==> src/rtl/mc_ctrl_pkg.sv <==
// Shared constants for the multi-cycle RV32 control FSM: opcodes, ALU class codes,
// trap causes, FSM state and instruction class enums.
package mc_ctrl_pkg;

  localparam logic [6:0] OP_R      = 7'b0110011;
  localparam logic [6:0] OP_I      = 7'b0010011;
  localparam logic [6:0] OP_LOAD   = 7'b0000011;
  localparam logic [6:0] OP_STORE  = 7'b0100011;
  localparam logic [6:0] OP_BRANCH = 7'b1100011;
  localparam logic [6:0] OP_JAL    = 7'b1101111;
  localparam logic [6:0] OP_JALR   = 7'b1100111;
  localparam logic [6:0] OP_LUI    = 7'b0110111;
  localparam logic [6:0] OP_AUIPC  = 7'b0010111;
  localparam logic [6:0] OP_SYSTEM = 7'b1110011;

  localparam logic [3:0] ALUOP_R    = 4'd0;
  localparam logic [3:0] ALUOP_I    = 4'd1;
  localparam logic [3:0] ALUOP_MEM  = 4'd2;
  localparam logic [3:0] ALUOP_BR   = 4'd3;
  localparam logic [3:0] ALUOP_JAL  = 4'd4;
  localparam logic [3:0] ALUOP_JALR = 4'd5;
  localparam logic [3:0] ALUOP_LUI  = 4'd6;

  localparam logic [1:0] CAUSE_NONE    = 2'b00;
  localparam logic [1:0] CAUSE_ILLEGAL = 2'b01;
  localparam logic [1:0] CAUSE_TIMEOUT = 2'b10;

  typedef enum logic [2:0] {
    FETCH,
    DECODE,
    EXEC,
    MEM,
    WB,
    ECALL,
    TRAP
  } state_e;

  typedef enum logic [2:0] {
    CL_ALU,
    CL_LOAD,
    CL_STORE,
    CL_BRANCH,
    CL_JUMP,
    CL_ECALL,
    CL_ILLEGAL
  } iclass_e;

endpackage

==> src/rtl/inst_decode.sv <==
// Combinational opcode decode: instruction class, ALU class, operand selects,
// writeback source and illegal-opcode flag.
module inst_decode
  import mc_ctrl_pkg::*;
(
  input  logic [6:0] opcode_i,
  output iclass_e    iclass_o,
  output logic [3:0] alu_op_o,
  output logic [1:0] alu_src_o,
  output logic       mem_to_reg_o,
  output logic       illegal_o
);

  always_comb begin
    iclass_o     = CL_ILLEGAL;
    alu_op_o     = ALUOP_R;
    alu_src_o    = 2'b00;
    mem_to_reg_o = 1'b0;
    case (opcode_i)
      OP_R: iclass_o = CL_ALU;
      OP_I: begin
        iclass_o  = CL_ALU;
        alu_op_o  = ALUOP_I;
        alu_src_o = 2'b10;
      end
      OP_LOAD: begin
        iclass_o     = CL_LOAD;
        alu_op_o     = ALUOP_MEM;
        alu_src_o    = 2'b10;
        mem_to_reg_o = 1'b1;
      end
      OP_STORE: begin
        iclass_o  = CL_STORE;
        alu_op_o  = ALUOP_MEM;
        alu_src_o = 2'b10;
      end
      OP_BRANCH: begin
        iclass_o = CL_BRANCH;
        alu_op_o = ALUOP_BR;
      end
      OP_JAL: begin
        iclass_o  = CL_JUMP;
        alu_op_o  = ALUOP_JAL;
        alu_src_o = 2'b01;
      end
      OP_JALR: begin
        iclass_o  = CL_JUMP;
        alu_op_o  = ALUOP_JALR;
        alu_src_o = 2'b01;
      end
      OP_LUI: begin
        iclass_o  = CL_ALU;
        alu_op_o  = ALUOP_LUI;
        alu_src_o = 2'b10;
      end
      // auipc reuses the add class with PC and immediate operands
      OP_AUIPC: begin
        iclass_o  = CL_ALU;
        alu_op_o  = ALUOP_I;
        alu_src_o = 2'b11;
      end
      OP_SYSTEM: iclass_o = CL_ECALL;
      default: ;
    endcase
  end

  assign illegal_o = (iclass_o == CL_ILLEGAL);

endmodule

==> src/rtl/mc_controller.sv <==
// Multi-cycle control FSM for the RV32 subset with memory handshakes, a memory
// timeout watchdog, an illegal-opcode trap and a retired-instruction counter.
//
// state  | meaning
// FETCH  | request instruction word, latch IR and bump PC on mem_ready
// DECODE | classify opcode; dispatch to EXEC, ECALL or TRAP
// EXEC   | ALU cycle; branches retire here, jumps update PC
// MEM    | data access for lw/sw, held until mem_ready
// WB     | register file write, retire
// ECALL  | wait for the ecall unit to report done
// TRAP   | absorbing until reset, all strobes off
module mc_controller
  import mc_ctrl_pkg::*;
#(
  parameter int unsigned CNT_W        = 32,
  parameter int unsigned MEM_TIMEOUT  = 0,
  parameter bit          ILLEGAL_TRAP = 1'b1
) (
  input  logic             clk,
  input  logic             rst,
  input  logic [31:0]      inst,
  input  logic             mem_ready,
  input  logic             EcallDone,
  output logic             MemReq,
  output logic             MemWrite,
  output logic             IRWrite,
  output logic             PCWrite,
  output logic             Branch,
  output logic             Jump,
  output logic             RegWrite,
  output logic             MemtoReg,
  output logic [1:0]       ALUSrc,
  output logic [3:0]       ALUOp,
  output logic             Ecall,
  output logic             trap,
  output logic [1:0]       trap_cause,
  output logic [CNT_W-1:0] instret
);

  localparam int unsigned WD_W = (MEM_TIMEOUT < 2) ? 1 : $clog2(MEM_TIMEOUT);
  localparam logic [WD_W-1:0] WD_LAST = WD_W'((MEM_TIMEOUT == 0) ? 0 : MEM_TIMEOUT - 1);

  state_e           state_q, state_d;
  logic [WD_W-1:0]  wait_q, wait_d;
  logic             trap_q, trap_d;
  logic [1:0]       cause_q, cause_d;
  logic [CNT_W-1:0] instret_q, instret_d;

  iclass_e iclass;
  logic    illegal;
  logic    timeout_hit;
  logic    retire;
  logic    mem_req, mem_write, ir_write, pc_write, branch, jump, reg_write, ecall;
  logic    unused_inst;

  assign unused_inst = ^inst[31:7];

  inst_decode u_dec (
    .opcode_i     (inst[6:0]),
    .iclass_o     (iclass),
    .alu_op_o     (ALUOp),
    .alu_src_o    (ALUSrc),
    .mem_to_reg_o (MemtoReg),
    .illegal_o    (illegal)
  );

  // wait_q counts prior idle cycles, so this cycle is idle cycle number wait_q+1
  assign timeout_hit = (MEM_TIMEOUT != 0) && !mem_ready && (wait_q == WD_LAST);

  always_ff @(posedge clk) begin
    if (!rst) begin
      state_q   <= FETCH;
      wait_q    <= '0;
      trap_q    <= 1'b0;
      cause_q   <= CAUSE_NONE;
      instret_q <= '0;
    end else begin
      state_q   <= state_d;
      wait_q    <= wait_d;
      trap_q    <= trap_d;
      cause_q   <= cause_d;
      instret_q <= instret_d;
    end
  end

  always_comb begin
    state_d   = state_q;
    wait_d    = '0;
    trap_d    = trap_q;
    cause_d   = cause_q;
    retire    = 1'b0;
    mem_req   = 1'b0;
    mem_write = 1'b0;
    ir_write  = 1'b0;
    pc_write  = 1'b0;
    branch    = 1'b0;
    jump      = 1'b0;
    reg_write = 1'b0;
    ecall     = 1'b0;
    case (state_q)
      FETCH: begin
        mem_req = 1'b1;
        if (mem_ready) begin
          ir_write = 1'b1;
          pc_write = 1'b1;
          state_d  = DECODE;
        end else if (timeout_hit) begin
          state_d = TRAP;
          trap_d  = 1'b1;
          cause_d = CAUSE_TIMEOUT;
        end else begin
          wait_d = wait_q + WD_W'(1);
        end
      end
      DECODE: begin
        if (iclass == CL_ECALL) begin
          state_d = ECALL;
        end else if (illegal) begin
          if (ILLEGAL_TRAP) begin
            state_d = TRAP;
            trap_d  = 1'b1;
            cause_d = CAUSE_ILLEGAL;
          end else begin
            retire  = 1'b1;
            state_d = FETCH;
          end
        end else begin
          state_d = EXEC;
        end
      end
      EXEC: begin
        case (iclass)
          CL_BRANCH: begin
            branch  = 1'b1;
            retire  = 1'b1;
            state_d = FETCH;
          end
          CL_JUMP: begin
            jump    = 1'b1;
            state_d = WB;
          end
          CL_LOAD, CL_STORE: state_d = MEM;
          default:           state_d = WB;
        endcase
      end
      MEM: begin
        mem_req   = 1'b1;
        mem_write = (iclass == CL_STORE);
        if (mem_ready) begin
          if (iclass == CL_STORE) begin
            retire  = 1'b1;
            state_d = FETCH;
          end else begin
            state_d = WB;
          end
        end else if (timeout_hit) begin
          state_d = TRAP;
          trap_d  = 1'b1;
          cause_d = CAUSE_TIMEOUT;
        end else begin
          wait_d = wait_q + WD_W'(1);
        end
      end
      WB: begin
        reg_write = 1'b1;
        retire    = 1'b1;
        state_d   = FETCH;
      end
      ECALL: begin
        ecall = 1'b1;
        if (EcallDone) begin
          retire  = 1'b1;
          state_d = FETCH;
        end
      end
      TRAP:    state_d = TRAP;
      default: state_d = FETCH;
    endcase
    instret_d = retire ? (instret_q + CNT_W'(1)) : instret_q;
  end

  // Strobes drop the moment reset is asserted, abandoning any memory request
  assign MemReq   = rst & mem_req;
  assign MemWrite = rst & mem_write;
  assign IRWrite  = rst & ir_write;
  assign PCWrite  = rst & pc_write;
  assign Branch   = rst & branch;
  assign Jump     = rst & jump;
  assign RegWrite = rst & reg_write;
  assign Ecall    = rst & ecall;

  assign trap       = trap_q;
  assign trap_cause = cause_q;
  assign instret    = instret_q;

endmodule

==> config.mk <==
export PLATFORM = sky130hd
export DESIGN_NAME = mc_controller
export DESIGN_NICKNAME = d
export VERILOG_FILES = /design/src/rtl/mc_ctrl_pkg.sv /design/src/rtl/inst_decode.sv /design/src/rtl/mc_controller.sv
export SDC_FILE = /design/constraint.sdc
export NUM_CORES = 1
export LEC_CHECK = 0
export CAP_MARGIN = 40
export CORE_ASPECT_RATIO = 1.25
export CORE_MARGIN = 8
export CORE_UTILIZATION = 48
export DETAILED_ROUTE_END_ITERATION = 10
export GPL_TIMING_DRIVEN = 0
export PLACE_DENSITY = 0.83
export SLEW_MARGIN = 40
export SYNTH_ARGS = -nofsm -noshare
export SYNTH_HDL_FRONTEND = slang
export SYNTH_HIERARCHICAL = 1
export SYNTH_SLANG_ARGS = --single-unit
==> constraint.sdc <==
create_clock -name clk -period 6.8 [get_ports clk]
set_input_delay 1.36 -clock clk [delete_from_list [all_inputs] [get_ports clk]]
set_output_delay 1.36 -clock clk [all_outputs]
set_load 0.05 [all_outputs]
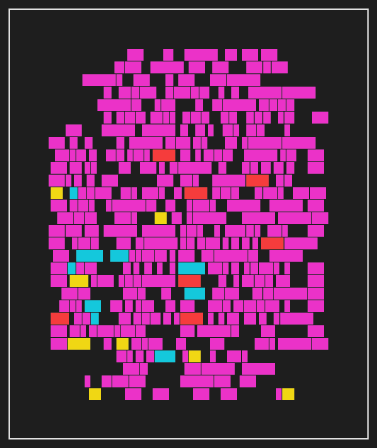
Run 1: cell sizes after repair
- _3 and _4 cells: yellow (cells 8; share 2.2%)
- _0 and _1 cells: magenta (cells 337; share 93%)
- _2 cells: cyan (cells 9; share 2.5%)
- _6 and larger: red (cells 7; share 1.9%)
cell area after layout: 2990 sq um
Non-clock buffers: 76
setup slack after layout: 1260 ps
area grow syn2layout: 32.4%

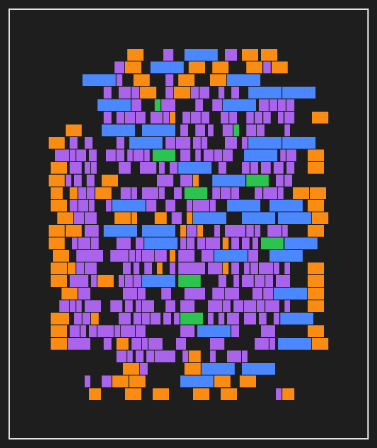
Run 1: cells coloured by class
- remaining buffers and delay cells: orange (cells 76)
- combinational and other logic: purple (cells 241)
- clock drivers and dummy loads: green (cells 8)
- sequential cells: blue (cells 36)
num rows: 28
Layout Utilization: 0.646

==> results.sh, run 1 <==
# yosys + openroad results
export IMPL_critPathTopFamily="buffers and inverters"
export IMPL_fp_nets=334
export IMPL_grt_use_total=0.170
export IMPL_mux_share=0.0227
export IMPL_grt_pass1_wl_microns=10200
export IMPL_worst_path_max_fanout=6
export IMPL_synth_distinct_cells=52
export IMPL_avgSynthCellArea_sq_um=7.60
export IMPL_top_power_group="sequential cells"
export IMPL_fin_nets=397
export IMPL_adder_share=0.00554
export IMPL_p_clk_frac=0.304
export IMPL_slowest_stage="clkdlybuf4s50_1"
export IMPL_warnings=51
export IMPL_met2_length_microns=3140
export IMPL_pin_count=86
export IMPL_hold_path_depth=2
export IMPL_xor_share=0.0465
export IMPL_ys_top_logic_family="simple AND/OR/NAND/NOR gates"
export IMPL_outcome="finished, final reports clean"
export IMPL_synth_edff_count=0
export IMPL_r2r_cells=7
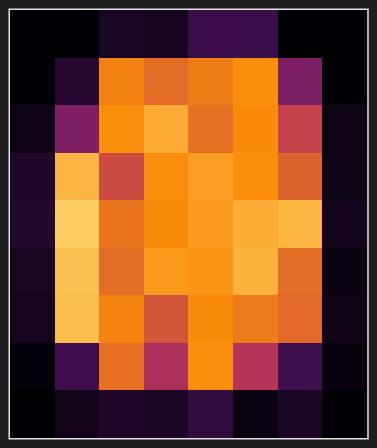
Run 1: cell density map
8 x 9 tiles, from black (low) to pale yellow (high), 0 to 100% covered.
- fullest tile: 89%
- emptiest ninth of the die: north-west
- nearly empty tiles: 13%
fp_density: 0.488
CORE AREA: 4620 sq um

## run 1: through the flow
step,util,power (mW)
floorplan,-,0.320
detailed placement,0.626,0.357
finish,0.646,0.508
global placement,0.626,0.354
CTS,0.645,0.511
global route,0.646,0.533
## run 1: registers in the layout, summed over array words and instances, names as in the netlist
name / flops
state_q: 3
trap: 1
instret: 32
## run 1: cell type report
type                            count  area (sq um)
Timing Repair Buffer               56           561
Tap cell                           60          75.1
Buffer                             20           109
Clock buffer                        8          90.1
Inverter                            9          33.8
Multi-Input combinational cell    232          1400
Sequential cell                    36           721
Fill cell                         440          1640
## run 1: worst register-to-register path: stages (launching register included)
cell and delay (ps):
dfxtp_1 320, buf_4 160, and4bb_2 270, a32o_1 220
o21ai_0 440, clkbuf_1 400, o21ai_0 190, a21oi_1 150
--- run 2 (diff from run 1) ---
Settings changed: CORE_UTILIZATION 48 to 40, PLACE_DENSITY 0.83 to 0.74.
Clock period 6.8 ns to 4.83 ns, I/O delays scaled along.
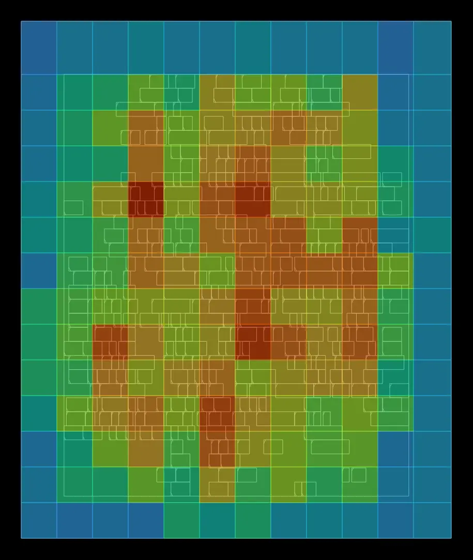
Run 2: routing congestion
Layout Utilization: 0.549
global routing usage on met1: 0.159
GRT Overall Usage: 0.144
GR Layer Usage met2: 0.255

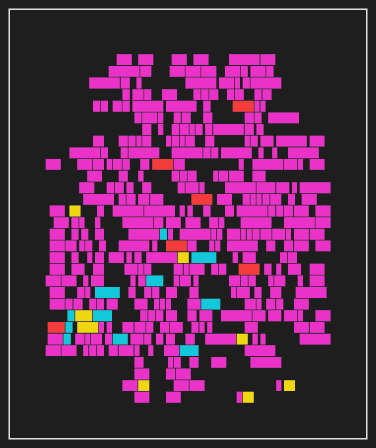
Run 2: cell sizes after repair
area grow syn2layout: 32.2%
setup slack after layout: 303 ps
cell area after layout: 2990 sq um

==> results.sh, run 2 <==
# yosys + openroad results
export IMPL_outcome="finished, final reports clean"
export IMPL_row_count=30
export IMPL_synth_distinct_cells=52
export IMPL_r2r_cells=7
export IMPL_tapCellCount=64
export IMPL_avgSynthCellArea_sq_um=7.60
export IMPL_layout_area_seq_sq_um=721
export IMPL_fillCellCount=510
export IMPL_n_clock_buffer=6
export IMPL_seq_area_frac=0.241
export IMPL_clock_tree_area_fraction=0.0260
export IMPL_grt_pass1_wl_microns=10400
export IMPL_antenna_found_initial=0
export IMPL_antennaDiodeCount=0
export IMPL_flops=36
export IMPL_largestClassByArea="logic gates"
export IMPL_largest_reg_flops=32
export IMPL_comb_share=0.470
export IMPL_top_power_group="sequential cells"
export IMPL_logic_area_sq_um=1410
export IMPL_synth_edff_count=0
export IMPL_pin_count=86
export IMPL_hold_path_depth=2
export IMPL_worst_path_max_fanout=6
export IMPL_core_region_area_sq_um=5440
export IMPL_dp_cells=417
export IMPL_drive_gt1_frac=0.0694
export IMPL_buffer_area_frac=0.224
export IMPL_met2_length_microns=3050
export IMPL_warnings=51
export IMPL_finalClockPeriodUsage=0.937
export IMPL_fin_nets=397
export IMPL_holdBufCountCts=0
export IMPL_rsz0062_at_grt="no"
export IMPL_inv_count=9
export IMPL_power_total_mw=0.697
## run 2: kinds of logic (layout without fill, tap and decap cells)
kind of cell / Yosys count / in the layout / synth area share
xor gates and xnor gates: 12 / 12 / 0.0465
buffers and inverters: 29 / 92 / 0.0632
muxes: 5 / 5 / 0.0227
and+or+nand+nor: 137 / 137 / 0.339
DFF: 36 / 36 / 0.319
AOI/OAI and AO/OA: 75 / 75 / 0.201
other: 2 / 2 / 0.00333
adders and majority gates: 1 / 1 / 0.00554
## run 2: critical path, cell delays in order
cell             delay [ps]
clkdlybuf4s50_1         570
nand3b_1                260
nor2_1                  150
o21ai_0                 220
and4bb_2                420
and3_1                  160
clkdlybuf4s50_1         800
--- run 3 (diff from run 2) ---
Settings changed: ABC_AREA set to 1, CORE_UTILIZATION 40 to 41, RECOVER_POWER set to 100.
==> results.sh, run 3 <==
# yosys + openroad results
export IMPL_outcome="finished, final reports clean"
export IMPL_grt_pass1_wl_microns=12000
export IMPL_worstPathCellList="clkdlybuf4s50_1, inv_1, nand3_1, nor2_2, nand2_1, o21ai_0, inv_1, nor2_1, nand2_1, nor2_1, clkdlybuf4s50_1"
export IMPL_fp_dieW_microns=84.3
export IMPL_worst_slack_ps=373
export IMPL_core_region_area_sq_um=5700
export IMPL_top_power_group="sequential cells"
export IMPL_fin_nets=505
export IMPL_synth_distinct_cells=31
export IMPL_fillCellCount=615
export IMPL_avgSynthCellArea_sq_um=5.92
export IMPL_ys_sh_aoi=0.108
export IMPL_worst_path_buf_inv=4
export IMPL_xor_share=0.00367
export IMPL_warnings=51
export IMPL_ys_sh_simple=0.474
export IMPL_finalClockPeriodUsage=0.923
export IMPL_adder_share=0.00524
export IMPL_synth_edff_count=0
export IMPL_ys_flop_type="dfxtp_1"
export IMPL_cpPeakStageDelay_ps=820
export IMPL_pin_count=86
export IMPL_area_delta_synth_final_pct=30.0
export IMPL_largest_reg_flops=32
export IMPL_antennaDiodeCount=0
export IMPL_hold_path_depth=1
export IMPL_min_to="instret[0]$_SDFFE_PN0P_"
export IMPL_hold_class="reg2reg"
export IMPL_wire_per_inst_microns=13.4
export IMPL_start_kind="input pin"
export IMPL_slowest_stage="clkdlybuf4s50_1"
export IMPL_grt_use_total=0.167
export IMPL_rsz0062_at_grt="no"
export IMPL_dp_cells=527
export IMPL_antenna_found_initial=0
export IMPL_path_depth=11
export IMPL_mux_share=0
export IMPL_drive_gt1_frac=0.0620
export IMPL_r2r_cells=8
export IMPL_critPathTopFamily="buffers and inverters"
export IMPL_power_clock_mw=0.204
export IMPL_row_count=31
export IMPL_cts_buffers=5
export IMPL_holdBufCountCts=0
export IMPL_power_total_mw=0.855
export IMPL_ys_top_logic_family="simple AND/OR/NAND/NOR gates"
export IMPL_worst_path_max_fanout=5
export IMPL_combPwrFrac=0.372
export IMPL_final_area_sq_um=3100
==> run 3: area by class of cell <==
cell class                 instances  area (sq um)  share of cell area
buffer                            14          72.6              0.0234
clock buffer                       6          72.6              0.0234
clock inverter                     1          5.00             0.00161
inverter                          43           161              0.0520
multi-input combinational        310          1410               0.454
sequential                        36           721               0.232
tap                               66          82.6              0.0266
timing repair buffer              58           581               0.187
==> run 3: metal layers <==
| layer | share of wire | track usage |
|---|---|---|
| met5 | 0 | 0 |
| met4 | 0.025 | 0.0759 |
| met3 | 0.072 | 0.0547 |
| met2 | 0.48 | 0.296 |
| met1 | 0.42 | 0.176 |
==> run 3: logic make-up after synthesis <==
group,Yosys count
AOI/OAI and AO/OA,48
xor gates and xnor gates,1
adders and majority gates,1
buffers and inverters,57
DFF,36
other,2
and+or+nand+nor,258
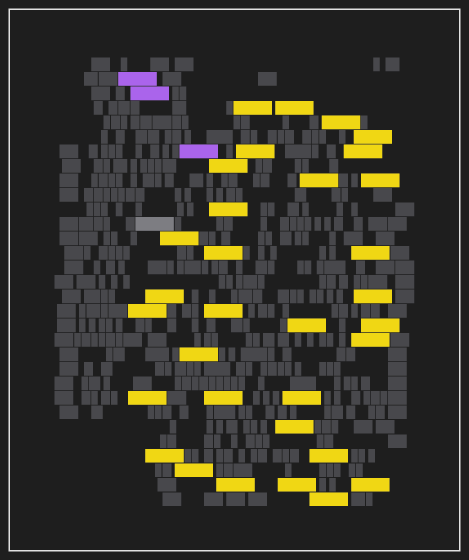
Run 3: sequential cells coloured by netlist name
- state_q: purple (flops 3)
- instret: yellow (flops 32)
- not coloured: 1
Flop+latch power: 0.333 mW
Layout Utilization: 0.544
Flop area: 721 sq um

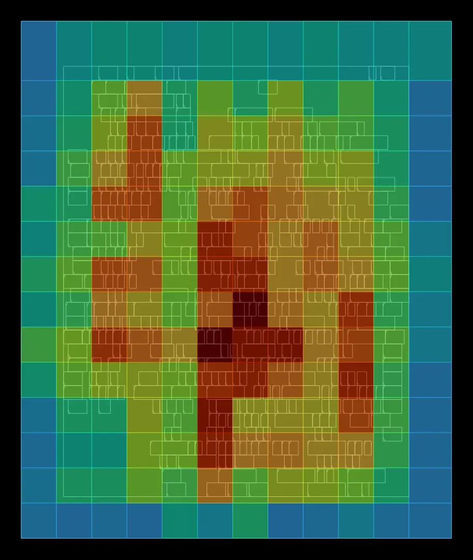
Run 3: routing congestion
met3 Track Usage GR: 0.0547
global routing usage on met1: 0.176

Power is estimated from default activity; no workload was simulated.
